## config.mk

```make
export PLATFORM = sky130hd
export DESIGN_NAME = n64_tx_sequencer
export DESIGN_NICKNAME = d
export VERILOG_FILES = /design/src/rtl/n64_tx_sequencer.sv
export SDC_FILE = /design/constraint.sdc
export NUM_CORES = 1
export LEC_CHECK = 0
export ABC_AREA = 1
export CORE_MARGIN = 1
export CORE_UTILIZATION = 23
export DETAILED_ROUTE_END_ITERATION = 6
export GPL_ROUTABILITY_DRIVEN = 1
export PLACE_DENSITY_LB_ADDON = 0.2
export SLEW_MARGIN = 0
export SYNTH_ARGS = -nofsm -noshare
export SYNTH_HDL_FRONTEND = slang
export SYNTH_SLANG_ARGS = --single-unit
```

## constraint.sdc

```tcl
create_clock -name clk -period 3.05 [get_ports clk]
set_input_delay 0.305 -clock clk [delete_from_list [all_inputs] [get_ports clk]]
set_output_delay 0.305 -clock clk [all_outputs]
set_load 0.02 [all_outputs]
```

## src/rtl/n64_tx_sequencer.sv

```systemverilog
// rtl/n64_tx_sequencer.sv - N64 console->controller command sequencer: bit cells, stop bit, response window.
// Optional response timeout enabled by defining N64_TX_TIMEOUT_EN.
module n64_tx_sequencer #(
    parameter int CLK_PER_US = 12,
    parameter int CMD_BITS   = 8,
    parameter int TIMEOUT_US = 100
) (
    input  logic                clk,
    input  logic                reset,
    input  logic                start,
    input  logic [CMD_BITS-1:0] cmd,
    input  logic                rx_done,
    output logic                line_oe,
    output logic                busy,
    output logic                rx_window,
    output logic [4:0]          bit_index,
    output logic                done,
    output logic                timeout
);

    localparam int Q  = CLK_PER_US;
    localparam int CW = $clog2(4 * CLK_PER_US);
    localparam logic [CW-1:0] Q_V       = CW'(Q);
    localparam logic [CW-1:0] Q3_V      = CW'(3 * Q);
    localparam logic [CW-1:0] CELL_LAST = CW'(4 * Q - 1);
    localparam logic [CW-1:0] STOP_LAST = CW'(3 * Q - 1);
    localparam logic [4:0]    BI_TOP    = 5'(CMD_BITS - 1);

    if (CMD_BITS < 1 || CMD_BITS > 16 || TIMEOUT_US < 1 || CLK_PER_US < 1) begin : g_bad_params
        $error("n64_tx_sequencer: parameter out of range");
    end

    typedef enum logic [1:0] {S_IDLE, S_BIT, S_STOP, S_RXWAIT} state_t;

    state_t              state;
    logic [CMD_BITS-1:0] shreg;
    logic [CW-1:0]       cnt;
    logic [CW-1:0]       cnt_nxt;
    logic                cur_bit;

    assign cnt_nxt = cnt + 1'b1;
    assign cur_bit = shreg[CMD_BITS-1];

`ifdef N64_TX_TIMEOUT_EN
    localparam int TO_CYC = TIMEOUT_US * CLK_PER_US;
    localparam int TW     = (TO_CYC > 1) ? $clog2(TO_CYC) : 1;
    localparam logic [TW-1:0] TO_LAST = TW'(TO_CYC - 1);

    logic [TW-1:0] tcnt;
    logic          timeout_r;

    assign timeout = timeout_r;
`else
    assign timeout = 1'b0;
`endif

    // line_oe is registered, so each cycle drives the level belonging to the next counter value.
    always_ff @(posedge clk) begin
        if (!reset) begin
            state     <= S_IDLE;
            shreg     <= '0;
            cnt       <= '0;
            line_oe   <= 1'b0;
            busy      <= 1'b0;
            rx_window <= 1'b0;
            bit_index <= '0;
            done      <= 1'b0;
`ifdef N64_TX_TIMEOUT_EN
            tcnt      <= '0;
            timeout_r <= 1'b0;
`endif
        end else begin
            done <= 1'b0;
`ifdef N64_TX_TIMEOUT_EN
            timeout_r <= 1'b0;
`endif
            case (state)
                S_IDLE: begin
                    line_oe <= 1'b0;
                    if (start) begin
                        shreg     <= cmd;
                        bit_index <= BI_TOP;
                        cnt       <= '0;
                        state     <= S_BIT;
                        busy      <= 1'b1;
                        line_oe   <= 1'b1;
                    end
                end
                S_BIT: begin
                    if (cnt == CELL_LAST) begin
                        cnt     <= '0;
                        line_oe <= 1'b1;
                        shreg   <= shreg << 1;
                        if (bit_index == 5'd0) begin
                            state <= S_STOP;
                        end else begin
                            bit_index <= bit_index - 5'd1;
                        end
                    end else begin
                        cnt     <= cnt_nxt;
                        line_oe <= cur_bit ? (cnt_nxt < Q_V) : (cnt_nxt < Q3_V);
                    end
                end
                S_STOP: begin
                    if (cnt == STOP_LAST) begin
                        cnt       <= '0;
                        line_oe   <= 1'b0;
                        rx_window <= 1'b1;
                        state     <= S_RXWAIT;
`ifdef N64_TX_TIMEOUT_EN
                        tcnt      <= '0;
`endif
                    end else begin
                        cnt     <= cnt_nxt;
                        line_oe <= (cnt_nxt < Q_V);
                    end
                end
                S_RXWAIT: begin
                    line_oe <= 1'b0;
                    if (rx_done) begin
                        state     <= S_IDLE;
                        done      <= 1'b1;
                        busy      <= 1'b0;
                        rx_window <= 1'b0;
`ifdef N64_TX_TIMEOUT_EN
                    end else if (tcnt == TO_LAST) begin
                        state     <= S_IDLE;
                        done      <= 1'b1;
                        timeout_r <= 1'b1;
                        busy      <= 1'b0;
                        rx_window <= 1'b0;
                    end else begin
                        tcnt <= tcnt + 1'b1;
`endif
                    end
                end
                default: state <= S_IDLE;
            endcase
        end
    end

endmodule

```

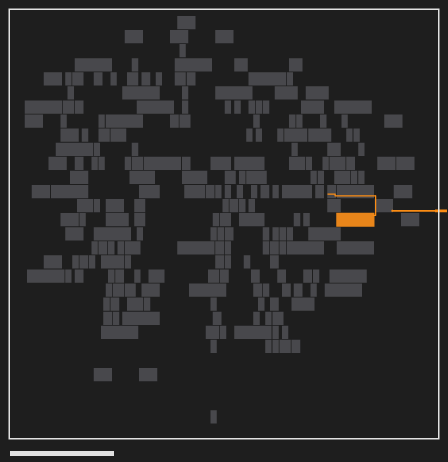
*Nets reached from selected ports*
Scale bar: 20 µm.
color	port	bits	direction	end cells	buffers	wire
orange	rx_window	1	output	1	1	22.4 µm

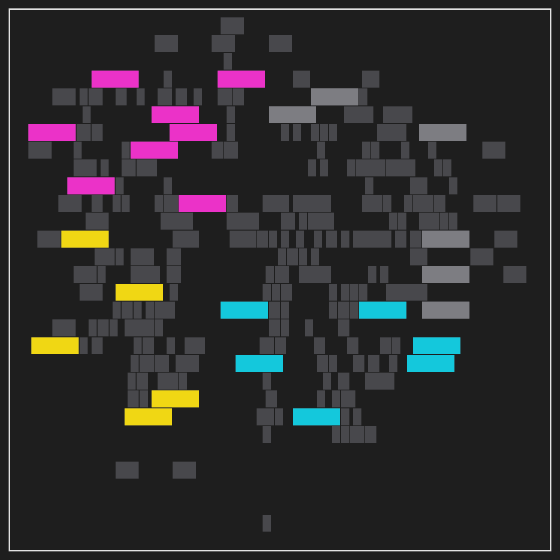
*Register map, names as in the netlist*
Other sequential cells in the stronger gray, the rest of the logic in the fainter gray.
color	signal	flops
cyan	cnt	6
yellow	bit_index	5
magenta	shreg	8

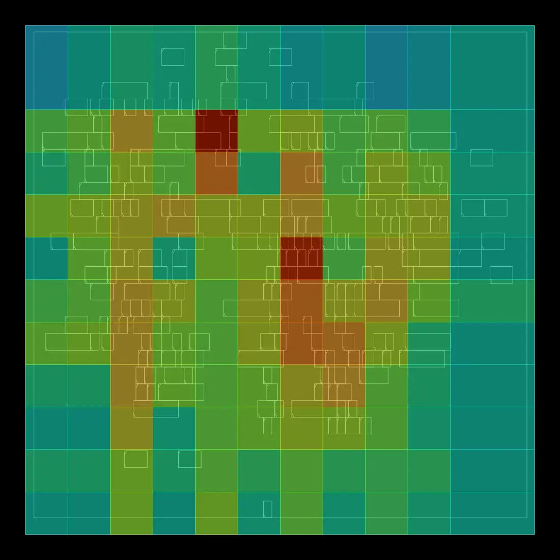
*Routing congestion*
global routing met3 resource utilization: 0.02747
Most Crowded Layer GR: met2
met1 usage: 0.1381

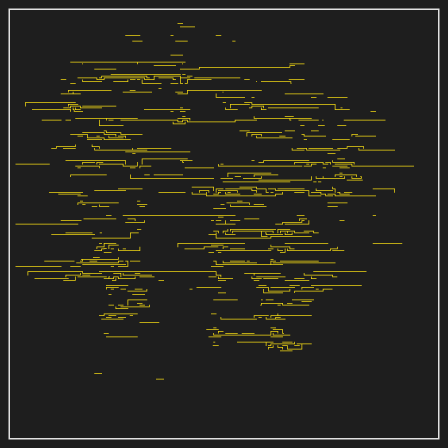
*Metal 1*
main direction	horizontal
nets with wire on the layer	212
longest straight run	22.5 µm
wire length on this layer	1640 µm

==> impl_metrics.py <==
# Physical implementation metrics
metrics = {
    "synthesis": {
        "postSynthAreaPerCell_um2": 7.335,
        "topCellsByArea": "sky130_fd_sc_hd__dfxtp_1, sky130_fd_sc_hd__nand2_1, sky130_fd_sc_hd__ha_1, sky130_fd_sc_hd__inv_1, sky130_fd_sc_hd__nand3_1",
        "synth.yosys.num_cells": 204,
        "mappedNetlistNets": 224,
        "count_of_warnings_emitted_by_yosys": 0,
        "synth_seq_share": 0.3344,
        "post_synth_num_cell_types": 38,
        "yosys.stat.chipArea_um2": 1496,
        "yosys_register_bits": 25,
        "synth_top_cell_by_area": "sky130_fd_sc_hd__dfxtp_1",
        "synthCells": 204,
        "syn-cell-area_um2": 1496,
    },
    "final_layout": {
        "areaGrowthSynthToFinish_pct": 19.65,
        "layout_top_cells_excl_fill_tap": "sky130_fd_sc_hd__nand2_1, sky130_fd_sc_hd__dfxtp_1, sky130_fd_sc_hd__inv_1, sky130_fd_sc_hd__clkdlybuf4s50_1, sky130_fd_sc_hd__nor2_1",
        "post_route_cells_drive_above_1_share": 0.1171,
        "antenna-diode-count": 0,
        "final_instance_area_um2": 1790,
        "layout_top_cell_excl_fill_tap": "sky130_fd_sc_hd__nand2_1",
        "layout.nets": 243,
    },
    "flow_run": {
        "max_cap_violations": 0,
        "tool_warnings": 31,
    },
    "route": {
        "detailedRoute.firstPassIterationCount": 4,
        "drtAntennaViolNets": 0,
        "routed_via_density": 4.304,
        "vias": 1287,
        "wl_per_cell_um": 10.91,
        "drt_iter0_markers": 78,
        "wl_um": 3263,
        "drc": 0,
    },
    "sta": {
        "final-hold-violation-count": 0,
        "fin_worst_skew_ns": 0.005249,
        "final-setup-viol-count": 0,
        "grt_setup_unrepaired": "no",
        "setup_tns_ns": 0,
        "timing_limited_maximum_frequency_mhz": 494.8,
        "post-route-period-util": 0.6627,
        "slew_violations": 0,
    },
    "floorplan": {
        "placement_rows": 29,
        "floorplan.die.width_um": 82.66,
        "die_area_um2": 6833,
        "die_height_um": 82.66,
        "io-pin-count": 22,
        "floorplan.core_util": 0.2370,
    },
    "worst_setup_path": {
        "worst_path_maximum_fanout": 18,
        "crit_path_start_kind": "flop",
    },
    "grt": {
        "grt.overflow.total": 0,
        "antenna_found_initial": 0,
        "grt_util_all_layers": 0.1089,
        "grt_first_pass_wirelength_um": 5671,
        "grt_start_max_net_pins": 19,
    },
    "cts": {
        "insertion_delay_to_the_later_sink_of_the_worst_skew_pair_ns": 0.27,
        "cts.repair.resized": 0,
        "cts_root_buffer": "sky130_fd_sc_hd__clkbuf_8",
        "cts_max_level": 1,
        "post-cts-setup-buffer-count": 0,
        "cts.path.max_buffers": 2,
        "cts_sinks": 25,
    },
    "place": {
        "io_buffers": 20,
        "place_congestion": 0.7534,
    },
    "power": {
        "leakage_uw": 0.0007140,
        "power_density_nw_per_um2": 934.4,
        "vdd_ir_drop_max_mv": 0.3369,
    },
    "outcome": {
        "run_status": "complete, no violations",
    },
}
registers in the layout (all words and copies together), names as in the netlist:
signal	cells
busy	1
cnt	6
line_oe	1
bit_index	5
state	2
done	1
shreg	8
rx_window	1
through the flow:
| stage | utilization | hold WS [ns] | cells | worst slack [ns] | total power, µW |
|---|---|---|---|---|---|
| finish | 0.2836 | 0.4700 | 299 | 1.029 | 1673 |
| global route | 0.2836 | 0.5013 | 299 | 0.7738 | 1853 |
| CTS | 0.2836 | 0.4744 | 299 | 0.9707 | 1702 |
| detailed placement | 0.2765 | 0.4596 | 295 | 0.9836 | 1487 |
| global placement | 0.2765 | 0.4592 | 295 | 0.9621 | 1504 |
| floorplan | - | 0.4433 | 204 | 1.500 | 1267 |
cells by family (layout without fill, tap and decap cells):
family / Yosys count / in the layout / share of synthesized area
buf+inv: 31 / 49 / 0.1012
xor+xnor: 2 / 2 / 0.01171
fa+ha+maj: 8 / 8 / 0.06689
compound gates: 37 / 37 / 0.1555
other cells: 1 / 1 / 0.002506
simple gates: 100 / 100 / 0.3278
flops: 25 / 25 / 0.3344
worst max-delay path: stages (launching register included):
cell and delay [ns]:
sky130_fd_sc_hd__dfxtp_1 0.41, sky130_fd_sc_hd__inv_1 0.09, sky130_fd_sc_hd__ha_1 0.20, sky130_fd_sc_hd__inv_1 0.36
sky130_fd_sc_hd__nor2_2 0.12, sky130_fd_sc_hd__nor2_4 0.36, sky130_fd_sc_hd__nand2_4 0.15, sky130_fd_sc_hd__inv_4 0.10
sky130_fd_sc_hd__nand3_2 0.06, sky130_fd_sc_hd__a21oi_2 0.10
layer usage:
layer	share of wire	track usage	up-vias
met5	0	0	-
met4	0.0049	0.02414	0
met3	0.035	0.02747	2
met2	0.46	0.1844	17
met1	0.50	0.1381	569
li1	-	-	699
path summary, 6_finish.rpt:
kind / start / end / slack, ns / cells past startpoint
worst max-delay path: state[1] / bit_index[3] / 1.03 / 9
worst min-delay path: shreg[0] / shreg[0] / 0.47 / 2
worst max register to register: state[1] / bit_index[3] / 1.03 / 9
worst min register to register: shreg[0] / shreg[0] / 0.47 / 2
where the power goes:
group	switching (µW)	internal, µW
registers	70.6	434
logic	609	356
clock network	110	93.5
total	789	884
synthesized netlist by cell type (all sizes together):
cell type   n
nand2      56
dfxtp      25
inv        23
nor2       19
nand3      17
a21oi      13
o21ai      12
a31oi       8
ha          8
buf         6
nand4       4
clkbuf      2
nor3        2
or2         2
a211oi      1
a221oi      1
conb        1
o21a        1
o21bai      1
xnor2       1
xor2        1
layout make-up:
| cell class | instances | area [µm²] |
|---|---|---|
| clock buffer | 4 | 45.04 |
| inverter | 23 | 88.84 |
| sequential | 25 | 500.5 |
| timing repair buffer | 22 | 215.2 |
| tap | 77 | 96.34 |
| multi-input combinational | 148 | 844.6 |
| fill | 719 | 4523 |
Power figures rest on the tool's default switching activity, not on a simulated workload.
